$ cat src/rtl/programmable_trace_filter_if.sv
`default_nettype none
// ============================================================================
// Module      : programmable_trace_filter_if
// Description : Trace-port bundle between the CPU trace source (master) and
//               the programmable trace filter (slave). The master presents one
//               retired instruction per cycle. The filter answers in the same
//               cycle with the keep/drop decision and the event flag.
//   pc_valid      master->slave  instruction/PC valid this cycle
//   pc            master->slave  PC of the instruction
//   instr         master->slave  instruction word (compressed in [15:0])
//   drop_instr    slave->master  1: discard the current instruction
//   event_hit     slave->master  current instruction is an enabled event
//   trail_active  slave->master  trail counter is non-zero (registered)
// Revision    : 1.0 - initial release
// ============================================================================
interface programmable_trace_filter_if #(
    parameter int XLEN = 64
) ();
    logic            pc_valid;
    logic [XLEN-1:0] pc;
    logic [31:0]     instr;
    logic            drop_instr;
    logic            event_hit;
    logic            trail_active;

    modport master (
        output pc_valid, pc, instr,
        input  drop_instr, event_hit, trail_active
    );

    modport slave (
        input  pc_valid, pc, instr,
        output drop_instr, event_hit, trail_active
    );
endinterface
`default_nettype wire

$ cat src/rtl/programmable_trace_filter.sv
`default_nettype none
// ============================================================================
// Module      : programmable_trace_filter
// Description : Runtime-programmable trace filter. It sits between the CPU
//               trace port and trace storage. Each valid instruction is
//               classified as branch, jump or WFI and checked against a class
//               mask and an optional PC window. Matching instructions are kept,
//               along with a programmable trail of the instructions that follow.
//               All other instructions are dropped. The block also keeps
//               saturating kept/dropped statistics.
//   clk            clock, all state updates on posedge
//   rst            synchronous active-high reset
//   tr             trace-port interface (slave modport)
//   cfg_wr         one-cycle strobe that latches all cfg_* fields
//   cfg_class_mask [0] branch [1] jump [2] WFI [3] every instruction
//   cfg_trail_len  instructions kept after each event
//   cfg_range_en   restrict the filter to pc_lo <= pc <= pc_hi
//   cfg_pc_lo/hi   inclusive PC window bounds
//   stats_clear    clear both statistics counters
//   kept_count     saturating count of kept valid instructions
//   dropped_count  saturating count of dropped valid instructions
// Revision    : 1.0 - initial release
// ============================================================================
module programmable_trace_filter #(
    parameter int XLEN          = 64,
    parameter int TRAIL_W       = 4,
    parameter int CNT_W         = 32,
    parameter int DEFAULT_TRAIL = 1
) (
    input  wire logic                  clk,
    input  wire logic                  rst,
    programmable_trace_filter_if.slave tr,
    input  wire logic                  cfg_wr,
    input  wire logic [3:0]            cfg_class_mask,
    input  wire logic [TRAIL_W-1:0]    cfg_trail_len,
    input  wire logic                  cfg_range_en,
    input  wire logic [XLEN-1:0]       cfg_pc_lo,
    input  wire logic [XLEN-1:0]       cfg_pc_hi,
    input  wire logic                  stats_clear,
    output logic [CNT_W-1:0]           kept_count,
    output logic [CNT_W-1:0]           dropped_count
);

    // ------------------------------------------------------------------
    // Opcode constants
    // ------------------------------------------------------------------
    localparam logic [6:0]  c_OPC_BRANCH = 7'b1100011;
    localparam logic [6:0]  c_OPC_JAL    = 7'b1101111;
    localparam logic [6:0]  c_OPC_JALR   = 7'b1100111;
    localparam logic [31:0] c_WFI_INSTR  = 32'h1050_0073;

    localparam logic [1:0]  c_Q_C1       = 2'b01;
    localparam logic [1:0]  c_Q_C2       = 2'b10;
    localparam logic [1:0]  c_Q_32       = 2'b11;
    localparam logic [2:0]  c_F3_CJAL    = 3'b001;
    localparam logic [2:0]  c_F3_CJ      = 3'b101;
    localparam logic [2:0]  c_F3_CBEQZ   = 3'b110;
    localparam logic [2:0]  c_F3_CBNEZ   = 3'b111;
    localparam logic [2:0]  c_F3_CJR     = 3'b100;

    localparam logic [CNT_W-1:0] c_CNT_MAX = {CNT_W{1'b1}};

    // ------------------------------------------------------------------
    // Configuration registers
    // ------------------------------------------------------------------
    logic [3:0]         r_class_mask;
    logic [TRAIL_W-1:0] r_trail_len;
    logic               r_range_en;
    logic [XLEN-1:0]    r_pc_lo;
    logic [XLEN-1:0]    r_pc_hi;

    logic [TRAIL_W-1:0] r_trail_cnt;
    logic               r_trail_active;
    logic [CNT_W-1:0]   r_kept;
    logic [CNT_W-1:0]   r_dropped;

    // ------------------------------------------------------------------
    // Instruction classification
    // ------------------------------------------------------------------
    logic [1:0] w_quad;
    logic [6:0] w_opc;
    logic [2:0] w_c_f3;
    logic [4:0] w_c_rs1;
    logic [4:0] w_c_rs2;
    logic       w_is_branch;
    logic       w_is_jump;
    logic       w_is_wfi;
    logic [2:0] w_class;

    assign w_quad  = tr.instr[1:0];
    assign w_opc   = tr.instr[6:0];
    assign w_c_f3  = tr.instr[15:13];
    assign w_c_rs1 = tr.instr[11:7];
    assign w_c_rs2 = tr.instr[6:2];

    assign w_is_branch = ((w_quad == c_Q_32) && (w_opc == c_OPC_BRANCH)) ||
                         ((w_quad == c_Q_C1) &&
                          ((w_c_f3 == c_F3_CBEQZ) || (w_c_f3 == c_F3_CBNEZ)));

    // C.JR / C.JALR share funct3=100 with C.MV/C.ADD/C.EBREAK; they are the
    // encodings with rs2 == 0 and rs1 != 0, and bit 12 selects link or no link.
    assign w_is_jump = ((w_quad == c_Q_32) &&
                        ((w_opc == c_OPC_JAL) || (w_opc == c_OPC_JALR))) ||
                       ((w_quad == c_Q_C1) &&
                        ((w_c_f3 == c_F3_CJ) || (w_c_f3 == c_F3_CJAL))) ||
                       ((w_quad == c_Q_C2) && (w_c_f3 == c_F3_CJR) &&
                        (w_c_rs1 != 5'd0) && (w_c_rs2 == 5'd0));

    assign w_is_wfi = (tr.instr == c_WFI_INSTR);

    assign w_class = {w_is_wfi, w_is_jump, w_is_branch};

    // ------------------------------------------------------------------
    // Window, event and keep/drop decision (zero latency)
    // ------------------------------------------------------------------
    logic w_in_range;
    logic w_visible;
    logic w_event;
    logic w_trail_nz;
    logic w_keep;

    // An inverted window (lo > hi) can never satisfy both compares, so
    // nothing is visible in that case.
    assign w_in_range = !r_range_en ||
                        ((tr.pc >= r_pc_lo) && (tr.pc <= r_pc_hi));
    assign w_visible  = tr.pc_valid && w_in_range;
    assign w_event    = w_visible &&
                        (r_class_mask[3] || ((w_class & r_class_mask[2:0]) != 3'b000));
    assign w_trail_nz = (r_trail_cnt != '0);
    assign w_keep     = w_visible && (w_event || w_trail_nz);

    assign tr.event_hit    = w_event;
    assign tr.drop_instr   = !w_keep;
    assign tr.trail_active = r_trail_active;

    // ------------------------------------------------------------------
    // Trail counter next state
    // Out-of-window instructions leave the trail untouched. A new event
    // reloads the counter rather than adding to it. A config write
    // abandons any trail in progress.
    // ------------------------------------------------------------------
    logic [TRAIL_W-1:0] w_trail_nxt;

    always_comb begin
        w_trail_nxt = r_trail_cnt;
        if (cfg_wr) begin
            w_trail_nxt = '0;
        end else if (w_visible) begin
            if (w_event) begin
                w_trail_nxt = r_trail_len;
            end else if (w_trail_nz) begin
                w_trail_nxt = r_trail_cnt - TRAIL_W'(1);
            end
        end
    end

    // ------------------------------------------------------------------
    // Configuration and trail state
    // ------------------------------------------------------------------
    always_ff @(posedge clk) begin
        if (rst) begin
            r_class_mask   <= 4'b0111;
            r_trail_len    <= TRAIL_W'(DEFAULT_TRAIL);
            r_range_en     <= 1'b0;
            r_pc_lo        <= '0;
            r_pc_hi        <= '1;
            r_trail_cnt    <= '0;
            r_trail_active <= 1'b0;
        end else begin
            if (cfg_wr) begin
                r_class_mask <= cfg_class_mask;
                r_trail_len  <= cfg_trail_len;
                r_range_en   <= cfg_range_en;
                r_pc_lo      <= cfg_pc_lo;
                r_pc_hi      <= cfg_pc_hi;
            end
            r_trail_cnt    <= w_trail_nxt;
            r_trail_active <= (w_trail_nxt != '0);
        end
    end

    // ------------------------------------------------------------------
    // Saturating statistics
    // ------------------------------------------------------------------
    always_ff @(posedge clk) begin
        if (rst || stats_clear) begin
            r_kept    <= '0;
            r_dropped <= '0;
        end else if (tr.pc_valid) begin
            if (w_keep) begin
                if (r_kept != c_CNT_MAX) begin
                    r_kept <= r_kept + CNT_W'(1);
                end
            end else begin
                if (r_dropped != c_CNT_MAX) begin
                    r_dropped <= r_dropped + CNT_W'(1);
                end
            end
        end
    end

    assign kept_count    = r_kept;
    assign dropped_count = r_dropped;

endmodule
`default_nettype wire

$ cat src/flat_wrapper.sv
// flat-port wrapper written by rule: the top's interface ports become plain ports
module programmable_trace_filter_flat 
#(
    parameter int XLEN          = 64,
    parameter int TRAIL_W       = 4,
    parameter int CNT_W         = 32,
    parameter int DEFAULT_TRAIL = 1
)
  (clk, rst, cfg_wr, cfg_class_mask, cfg_trail_len, cfg_range_en, cfg_pc_lo, cfg_pc_hi, stats_clear, kept_count, dropped_count, tr_pc_valid, tr_pc, tr_instr, tr_drop_instr, tr_event_hit, tr_trail_active);
  programmable_trace_filter_if #(.XLEN(XLEN)) tr_i ();
  input  wire logic clk;
  input  wire logic rst;
  input  wire logic cfg_wr;
  input  wire logic [3:0] cfg_class_mask;
  input  wire logic [TRAIL_W-1:0] cfg_trail_len;
  input  wire logic cfg_range_en;
  input  wire logic [XLEN-1:0] cfg_pc_lo;
  input  wire logic [XLEN-1:0] cfg_pc_hi;
  input  wire logic stats_clear;
  output logic [CNT_W-1:0] kept_count;
  output logic [CNT_W-1:0] dropped_count;
  input wire logic [$bits(tr_i.pc_valid)-1:0] tr_pc_valid;
  input wire logic [$bits(tr_i.pc)-1:0] tr_pc;
  input wire logic [$bits(tr_i.instr)-1:0] tr_instr;
  output wire logic [$bits(tr_i.drop_instr)-1:0] tr_drop_instr;
  output wire logic [$bits(tr_i.event_hit)-1:0] tr_event_hit;
  output wire logic [$bits(tr_i.trail_active)-1:0] tr_trail_active;
  assign tr_i.pc_valid = tr_pc_valid;
  assign tr_i.pc = tr_pc;
  assign tr_i.instr = tr_instr;
  assign tr_drop_instr = tr_i.drop_instr;
  assign tr_event_hit = tr_i.event_hit;
  assign tr_trail_active = tr_i.trail_active;
  programmable_trace_filter #(.XLEN(XLEN), .TRAIL_W(TRAIL_W), .CNT_W(CNT_W), .DEFAULT_TRAIL(DEFAULT_TRAIL)) u_core (.clk(clk), .rst(rst), .tr(tr_i), .cfg_wr(cfg_wr), .cfg_class_mask(cfg_class_mask), .cfg_trail_len(cfg_trail_len), .cfg_range_en(cfg_range_en), .cfg_pc_lo(cfg_pc_lo), .cfg_pc_hi(cfg_pc_hi), .stats_clear(stats_clear), .kept_count(kept_count), .dropped_count(dropped_count));
endmodule
$ cat config.mk
export PLATFORM = sky130hd
export DESIGN_NAME = programmable_trace_filter_flat
export DESIGN_NICKNAME = d
export VERILOG_FILES = /design/src/rtl/programmable_trace_filter_if.sv /design/src/rtl/programmable_trace_filter.sv /design/src/flat_wrapper.sv
export SDC_FILE = /design/constraint.sdc
export NUM_CORES = 1
export LEC_CHECK = 0
export ABC_AREA = 1
export CORE_ASPECT_RATIO = 1.4
export CORE_UTILIZATION = 36
export CTS_CLUSTER_DIAMETER = 30
export DETAILED_ROUTE_END_ITERATION = 6
export PLACE_DENSITY = 0.65
export SETUP_SLACK_MARGIN = 0.2
export SYNTH_ARGS = -nofsm -noshare
export SYNTH_HDL_FRONTEND = slang
export SYNTH_SLANG_ARGS = --single-unit
$ cat constraint.sdc
create_clock -name clk -period 2.8 [get_ports clk]
set_input_delay 0.42 -clock clk [delete_from_list [all_inputs] [get_ports clk]]
set_output_delay 0.42 -clock clk [all_outputs]
set_load 0.01 [all_outputs]
==> commit_impl_results.txt, run 1 <==
Update PnR metrics after Yosys + OpenROAD run

- The run finished, with violations left.
- Flop share of the area: 21.2%
- The layout report gives the multi-input gate share of total cell area as 40.8%.
- Overall global routing resource usage: 22.5%
* Met1 Wirelength: 16200 um
* Worst EP arrival: 2.60 ns
* Crit path DRT: 2.38 ns
* Total of plain and repair buffers excluding clock buffers: 408
* Yosys top cell by instances: sky130_fd_sc_hd__nand2_1
- Floorplan die area: 35000 sq um
- In this run the standard cell core region covers 33500 sq um.
- Pre-Place Util: 36.8%
- Per the GRT log, the top usage layer is met2.
* Clock network latency to the later pin of the worst-skew pair: 0.56 ns
- Unique cell type count in the Yosys netlist: 39
- The floorplan has 79 rows.
- Footprint of the multi-input gates: 7940 sq um
- Clock-cell share: 9.33%
- Number of global-route vias before repair: 12900
- By instance count after routing, the leading logic cell type is sky130_fd_sc_hd__clkdlybuf4s50_1.
- Logic depth of the worst register-to-register path: 16
- Buffer depth of the longest clock path: 3
- For reference, the clock transition at the flip-flops on the worst setup and hold paths is 0.05 ns.
- Multi-In Gates: 1204
- Horizontal die size: 158 um
- Met3 wire length: 2410 um
* CP Capture Point: tr_event_hit
- In this run the maximum-capacitance check reported violations numbering 0.
- In the final report, the number of endpoints failing setup comes to 2.
- Number of tap cells added at floorplan: 445
- Wire length of the first global-routing pass: 63100 um
- Initial antenna violation count: 10
- Period utilization: 108%
* Most area-hungry cell class in the final design: combinational gates
* I/O Buffers: 304
- WS Path Type: in2out
- There are 206 flip-flops and latches.
* Failing checks: negative setup slack
- Timing-limited maximum frequency: 331 MHz
- During synthesis, Yosys emitted a total of 0 warnings.
- Cell at the root of the clock tree: sky130_fd_sc_hd__clkbuf_16
- Subtracting the final worst setup slack from the clock period gives 3.02 ns.
- Sorting the synthesized cells by how often they occur yields sky130_fd_sc_hd__nand2_1, sky130_fd_sc_hd__a21oi_1, sky130_fd_sc_hd__inv_1, sky130_fd_sc_hd__dfxtp_1, sky130_fd_sc_hd__o21ai_0.
* Max incr delay on CP: 0.49 ns
* Smallest setup slack after layout: -0.218 ns
- Die height: 221 um
- Flip-flops with a built-in enable: 0
- Total gr overflow: 0
## run 1: cell families (layout without fill, tap and decap cells)
group                      count (synthesis)  after routing  share of synthesized area [%]
and+or+nand+nor                          591            591                           21.8
AOI/OAI and AO/OA                        422            422                           17.5
buffers and inverters                    306            732                           9.73
DFF                                      206            206                           33.4
adders and majority gates                131            131                           13.3
xor gates and xnor gates                  60             60                           4.26
other                                      0              9                              0
## run 1: how the worst min path moves through the flow
stage / startpoint / end / slack [ns] / depth (start not counted)
4_1_cts: cfg_wr / u_core.r_pc_lo[4] / 0.32 / 3
2_1_floorplan: u_core.r_class_mask[2] / u_core.r_class_mask[2] / 0.43 / 2
3_5_place_dp: u_core.r_class_mask[2] / u_core.r_class_mask[2] / 0.45 / 2
3_3_place_gp: u_core.r_class_mask[1] / u_core.r_class_mask[1] / 0.44 / 2
6_report: cfg_wr / u_core.r_pc_lo[22] / 0.35 / 3
5_1_grt: cfg_wr / u_core.r_pc_lo[23] / 0.38 / 3
## run 1: stage by stage
stage                     cells  total power, mW  area, sq um  util (%)
after CTS                  2572             11.0        18300      54.6
after global routing       2596             11.5        19400      58.0
after detailed placement   2480             4.64        16400      48.9
after global placement     2480             4.61        16400      48.9
final                      2596             11.1        19400      58.0
after floorplan            1716             3.93        12300         -
## run 1: power by group
group	internal (mW)	switching, mW	total [mW]
clock	4.39	1.85	6.24
combinational	0.839	0.870	1.71
sequential	3.09	0.0437	3.13
total	8.32	2.77	11.1
## run 1: timing repair
| action | 4_1_cts | 5_1_grt |
|---|---|---|
| buffers inserted | 1 | 10 |
| gates cloned | 1 | 5 |
| setup endpoints to repair | 67 | 67 |
| endpoints found under the hold margin | 0 | 0 |
| pin swaps | 6 | 40 |
| gates resized | 31 | 233 |
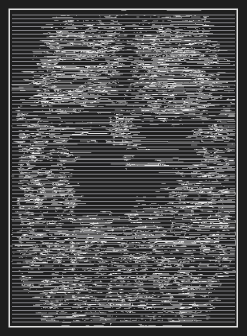
Figure 1: run 1, metal 1.
Supply wires on this layer in grey.
longest straight run = 38.2 um
nets with wire on the layer = 2303
share of all routed wire = 39%
main direction = horizontal

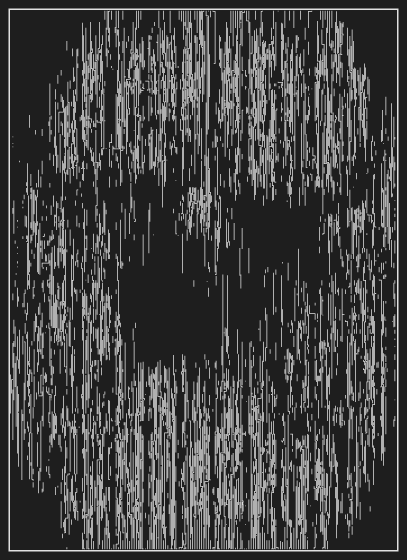
Figure 2: run 1, metal 2.
wire length on this layer = 21.1 mm
main direction = vertical
share of all routed wire = 51%
nets with wire on the layer = 2102

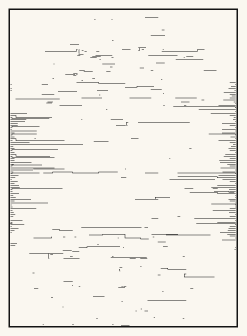
Figure 3: run 1, the metal 3 layer.
longest straight run = 50.4 um
wire length on this layer = 2410 um
nets with wire on the layer = 224
met3 Usage GRT: 4.64%
total number of vias: 13100
wirelength, routed: 41300 um

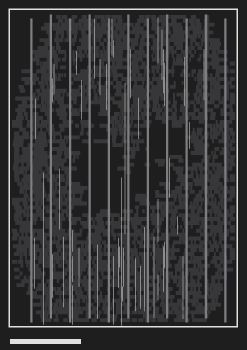
Figure 4: run 1, metal 4.
Scale bar: 50 um. Supply wires on this layer in grey.
share of all routed wire = 3.9%
main direction = vertical

Figure 5. The clock network (run 1).
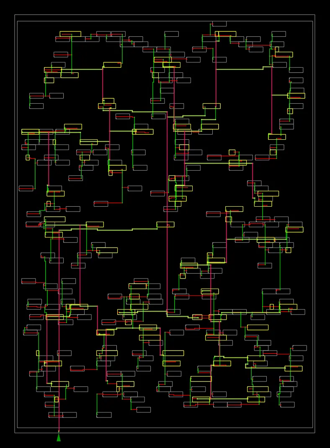

==> inputs of run 2 (changes only) <==
--- a/config.mk
+++ b/config.mk
@@ -7,10 +7,11 @@
 export LEC_CHECK = 0
 export ABC_AREA = 1
 export CORE_ASPECT_RATIO = 1.4
+export CORE_MARGIN = 2
 export CORE_UTILIZATION = 36
 export CTS_CLUSTER_DIAMETER = 30
 export DETAILED_ROUTE_END_ITERATION = 6
-export PLACE_DENSITY = 0.65
+export PLACE_DENSITY = 0.68
 export SETUP_SLACK_MARGIN = 0.2
 export SYNTH_ARGS = -nofsm -noshare
 export SYNTH_HDL_FRONTEND = slang
==> constraint.sdc (replaced) <==
create_clock -name clk -period 2.63 [get_ports clk]
set_input_delay 0.3945 -clock clk [delete_from_list [all_inputs] [get_ports clk]]
set_output_delay 0.3945 -clock clk [all_outputs]
set_load 0.01 [all_outputs]
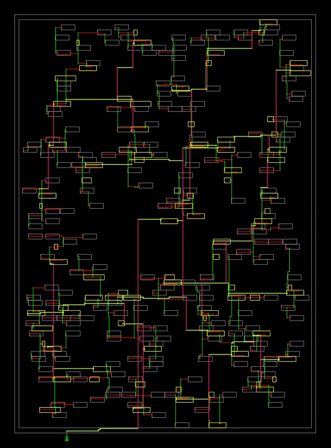
Figure 6: run 2, the clock network.
Seq cells: 206
final setup skew: 0.0233 ns

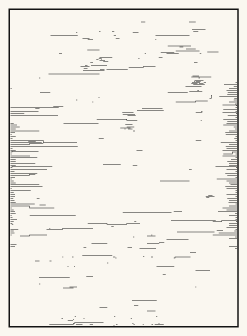
Figure 7: run 2, the metal 3 layer.
share of all routed wire = 5.4%
main direction = horizontal
wire length on this layer = 2220 um
nets with wire on the layer = 235
longest straight run = 47.1 um

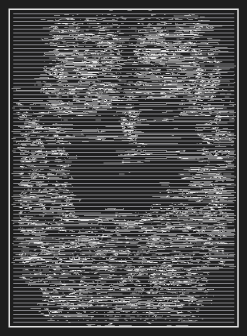
Figure 8: run 2, metal 1.
Supply wires on this layer in grey.
share of all routed wire = 40%
nets with wire on the layer = 2309

==> run 2 against run 1 <==
Net effect:
- the flow still finishes with violations (negative setup slack)
- register-to-register slack got worse by 0.19 ns
- largest power group unchanged
- synthesized cell count stayed put
- first-iteration DRC count grew 28%
- critical path type unchanged
- die size increased by 2.2%
- via count up 0.56%
- cell count up 1.2%
- worst setup slack got worse by 0.13 ns
- highest routed layer is now met4
- clock skew is 0.010 ns lower
==> commit_impl_results.txt, run 2 <==
Update PnR metrics after Yosys + OpenROAD run

* Core Area: 33900 sq um
- Logic depth of the worst register-to-register path: 18
* Seq group: 3.33 mW
- The detailed placer reported the number of placed instances as 2517.
- In the hold report, the worst path ends at u_core.r_pc_hi[55].
- After layout, the minimum clock period comes to 2.98 ns.
* Non-filler instance count after layout: 2626
- For reference, the clock transition at the flip-flops on the worst setup and hold paths is 0.05 ns.
- The via count of the first global-routing pass is 13100.
* Wire length of the first global-routing pass: 64100 um
- The floorplan step set the die height to 223 um.
* Wirelength, routed: 41200 um
- Count of cells along the worst hold path: 3
* Worst EP arrival: 2.59 ns
- Per the run summary, max-cap violations total 0.
* Smallest setup slack after layout: -0.352 ns
* Max incr delay on CP: 0.44 ns
- Number of placement rows: 80
- Outcome: finished, violations left
- I/O Buffers: 304
- For the worst min-delay path, the startpoint reported by OpenROAD is rst.
- The critical path is of the in2out type.
* Cell at the root of the clock tree: sky130_fd_sc_hd__clkbuf_16
- The synthesized design contains 0 enable-type register cells.
- In this run, the clock network consumes 54.3% of the power.
* Yosys top cell by instances: sky130_fd_sc_hd__nand2_1
- Global routing finished with a remaining overflow of 0.
- Total number of vias: 13200
- The power report lists cell-internal power as 8.29 mW.
- Buffer depth of the longest clock path: 3
- Highest-power group: the clock network
* Floorplan die area: 35800 sq um
* Power consumed by the clock network: 6.08 mW
- Setup violations, final: 34
* Sequential share of power: 29.8%
* Initial antenna violation count: 6
- The share of the core area taken by cells at floorplan is 36.4%.
* Power dissipated by switching net loads: 2.90 mW
- After layout, the worst path uses 113% of the clock period.
- Crit path DRT: 2.24 ns
- Switching share of power: 25.9%
- The checks that failed: negative setup slack.
- Yosys mapped the design onto 39 distinct sky130hd cell types.
-- run 2: stage by stage --
stage	util, %	cell area, sq um	TNS, ns	total power, mW	setup slack (ns)
after detailed placement	48.9	16600	-49.61	4.99	-1.03
after floorplan	-	12300	0	4.18	0.387
after global routing	55.5	18800	-12.00	11.7	-0.508
after CTS	54.1	18300	-2.59	11.2	-0.434
final	55.5	18800	-3.16	11.2	-0.352
after global placement	48.9	16600	-47.68	4.95	-1.00
-- run 2: metal layers --
layer / global-route usage, % / vias to the layer above / part of all wire (%)
li1: - / 6628 / -
met1: 24.2 / 6041 / 40
met2: 40.4 / 387 / 51
met3: 4.22 / 111 / 5.4
met4: 10.1 / 0 / 4.3
met5: 0 / - / 0
-- run 2: final cells by class --
| cell class | instances | area (sq um) |
|---|---|---|
| Tap cell | 451 | 564 |
| Fill cell | 3117 | 15100 |
| Clock buffer | 59 | 1300 |
| Antenna cell | 6 | 15.0 |
| Timing Repair Buffer | 439 | 4300 |
| Multi-Input combinational cell | 1204 | 7300 |
| Inverter | 234 | 888 |
| Clock inverter | 27 | 350 |
| Sequential cell | 206 | 4130 |
-- run 2: timing repair --
item,CTS,global route
endpoints found under the setup margin,69,71
buffers inserted,2,8
hold buffers,0,0
endpoints found under the hold margin,0,0
resized,32,78
pin swaps,9,27
gates cloned,0,7
-- run 2: kinds of logic (layout without fill, tap and decap cells) --
kind of cell / Yosys count / count (layout) / synth area share [%]
compound gates: 422 / 422 / 17.5
xor+xnor: 60 / 60 / 4.26
fa+ha+maj: 131 / 131 / 13.3
buf+inv: 306 / 759 / 9.73
flops: 206 / 206 / 33.4
other cells: 0 / 6 / 0
simple gates: 591 / 591 / 21.8
Figure 9. Metal 2 (run 2).
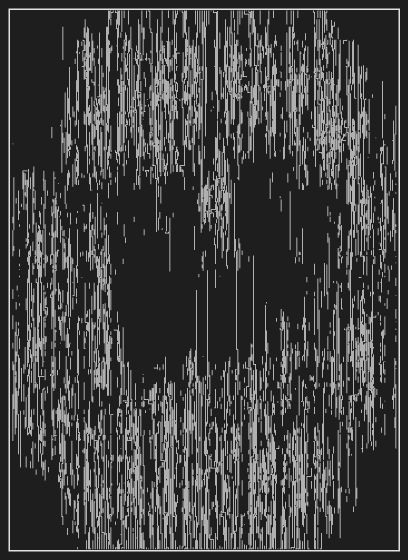

==> inputs of run 3 (changes only) <==
--- a/config.mk
+++ b/config.mk
@@ -8,10 +8,10 @@
 export ABC_AREA = 1
 export CORE_ASPECT_RATIO = 1.4
 export CORE_MARGIN = 2
-export CORE_UTILIZATION = 36
+export CORE_UTILIZATION = 46
 export CTS_CLUSTER_DIAMETER = 30
 export DETAILED_ROUTE_END_ITERATION = 6
-export PLACE_DENSITY = 0.68
+export PLACE_DENSITY = 0.82
 export SETUP_SLACK_MARGIN = 0.2
 export SYNTH_ARGS = -nofsm -noshare
 export SYNTH_HDL_FRONTEND = slang
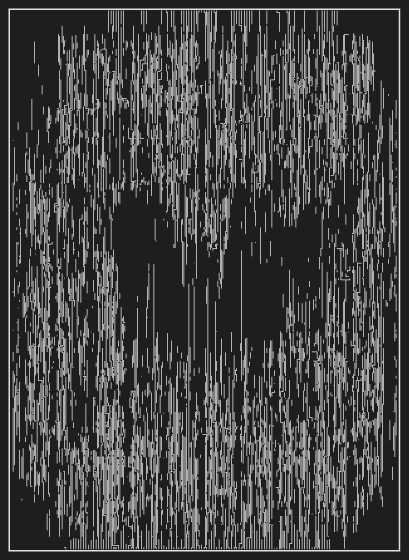
Figure 10: run 3, metal 2.
wire length on this layer = 20.2 mm
main direction = vertical
wirelength, routed: 40500 um
total number of vias: 13400
GR met2 Demand/Resource: 49.8%

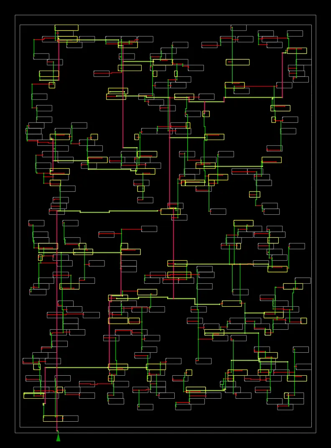
Figure 11: run 3, the clock network.
final setup skew: 0.0195 ns
number of clock-tree buffers in the layout: 49
power consumed by the clock network: 5.31 mW
total CTS buffers: 41

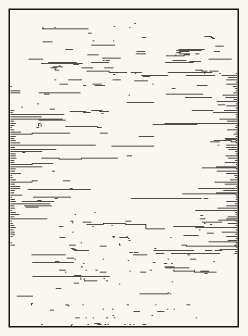
Figure 12: run 3, the metal 3 layer.
met3 Usage GRT: 5.20%

==> run 3 against run 2 <==
Net effect:
- the flow still finishes with violations (negative setup slack)
- critical endpoint unchanged
- combinational power fell by 2%
- die size fell by 21%
- flip-flop count did not move
- clock power fell by 13%
- critical path depth fell by 1
==> commit_impl_results.txt, run 3 <==
Update PnR metrics after Yosys + OpenROAD run

- Outcome: finished, violations left
* Failing checks: negative setup slack
* Number of global-route vias before repair: 13300
- Once placement completed, the tool counted placed cells totaling 2384.
- According to the timing report, the arrival time at the worst endpoint equals 2.59 ns.
* Most area-hungry cell class in the final design: combinational gates
- Combinational-cell power consumption: 1.74 mW
- Power, Total: 10.4 mW
- For the worst setup path, the data required time is 2.24 ns.
- Detailed placement reports a standard cell area of 16300 sq um.
- Counting flops with a built-in enable in the synthesized netlist gives 0.
* Yosys simple share: 21.8%
- Switching share of power: 26.1%
- The synthesis report lists the Yosys warning total as 0.
* Number of placement rows: 70
- Smallest setup slack after layout: -0.351 ns
- Number of max-capacitance violations reported: 0
* Horizontal die size: 142 um
- Area of all sequential standard cells: 4130 sq um
- Derived from the worst setup path, the maximum achievable clock frequency is 335 MHz.
* Count of cells along the worst hold path: 2
- Per the layout report, the design carries 2117 filler cells.
- Mux share: 0%
- Footprint of the multi-input gates: 7300 sq um
- Logic depth of the worst register-to-register path: 20
* Power dissipated by switching net loads: 2.71 mW
- Proportion of final cell area spent on non-clock buffers: 22.4%
- In the final layout, excluding clock inverters the inverter count is 234.
* Setup violations, final: 63
- Int Pwr: 7.67 mW
- The worst setup path is of the in2out kind.
- Overall global routing resource usage: 27.8%
* Part of the total power dissipated in the clock network: 51.1%
- Of the total standard cell area in the layout, the sequential portion is 22.6%.
- Gate power share: 16.8%
- Once layout is done, the placed cells without fillers occupy 18300 sq um.
- In the finished design, the share of the clock period the worst path needs comes to 113%.
- Power attributed to sequential cells is 3.33 mW.
run 3: cell counts after synthesis:
Identical to the previous run, type by type.
run 3: critical path, stage by stage:
cell and delay, ns:
sky130_fd_sc_hd__clkdlybuf4s50_1 0.48, sky130_fd_sc_hd__buf_4 0.17, sky130_fd_sc_hd__ha_1 0.32, sky130_fd_sc_hd__nand4_1 0.11, sky130_fd_sc_hd__nor2_1 0.15, sky130_fd_sc_hd__nand3_1 0.13, sky130_fd_sc_hd__nor2_1 0.21, sky130_fd_sc_hd__nand2_1 0.07
sky130_fd_sc_hd__nand2_1 0.07, sky130_fd_sc_hd__nand2_2 0.08, sky130_fd_sc_hd__nand2_4 0.08, sky130_fd_sc_hd__buf_6 0.10, sky130_fd_sc_hd__nand3_4 0.08, sky130_fd_sc_hd__buf_6 0.13
run 3: routing by layer:
metal / part of all wire (%) / vias up
met2: 50 / 500
met1: 38 / 6158
met4: 5.3 / 0
li1: - / 6574
met5: 0 / -
met3: 6.3 / 146
run 3: what timing repair did:
| action | CTS | global route |
|---|---|---|
| pin swaps | 12 | 16 |
| setup endpoints to repair | 71 | 71 |
| gates resized | 38 | 55 |
| buffers inserted | 4 | 4 |
| hold buffers | 0 | 0 |
| gates cloned | 0 | 3 |
run 3: path summary, 6_finish.rpt:
path                                from                 endpoint  slack, ns
setup / recovery               tr_pc[43]            tr_drop_instr      -0.35
setup reg to reg      u_core.r_pc_hi[59]  u_core.dropped_count[9]      -0.12
hold reg to reg   u_core.r_class_mask[1]   u_core.r_class_mask[1]       0.46
hold / removal                    cfg_wr        u_core.r_pc_hi[2]       0.32
run 3: metrics by stage:
step | setup slack, ns | utilization (%)
finish | -0.351 | 69.5
global placement | -0.939 | 62.2
CTS | -0.359 | 68.2
detailed placement | -0.980 | 62.2
global route | -0.495 | 69.5
floorplan | 0.387 | -
Power and IR drop assume default switching activity.
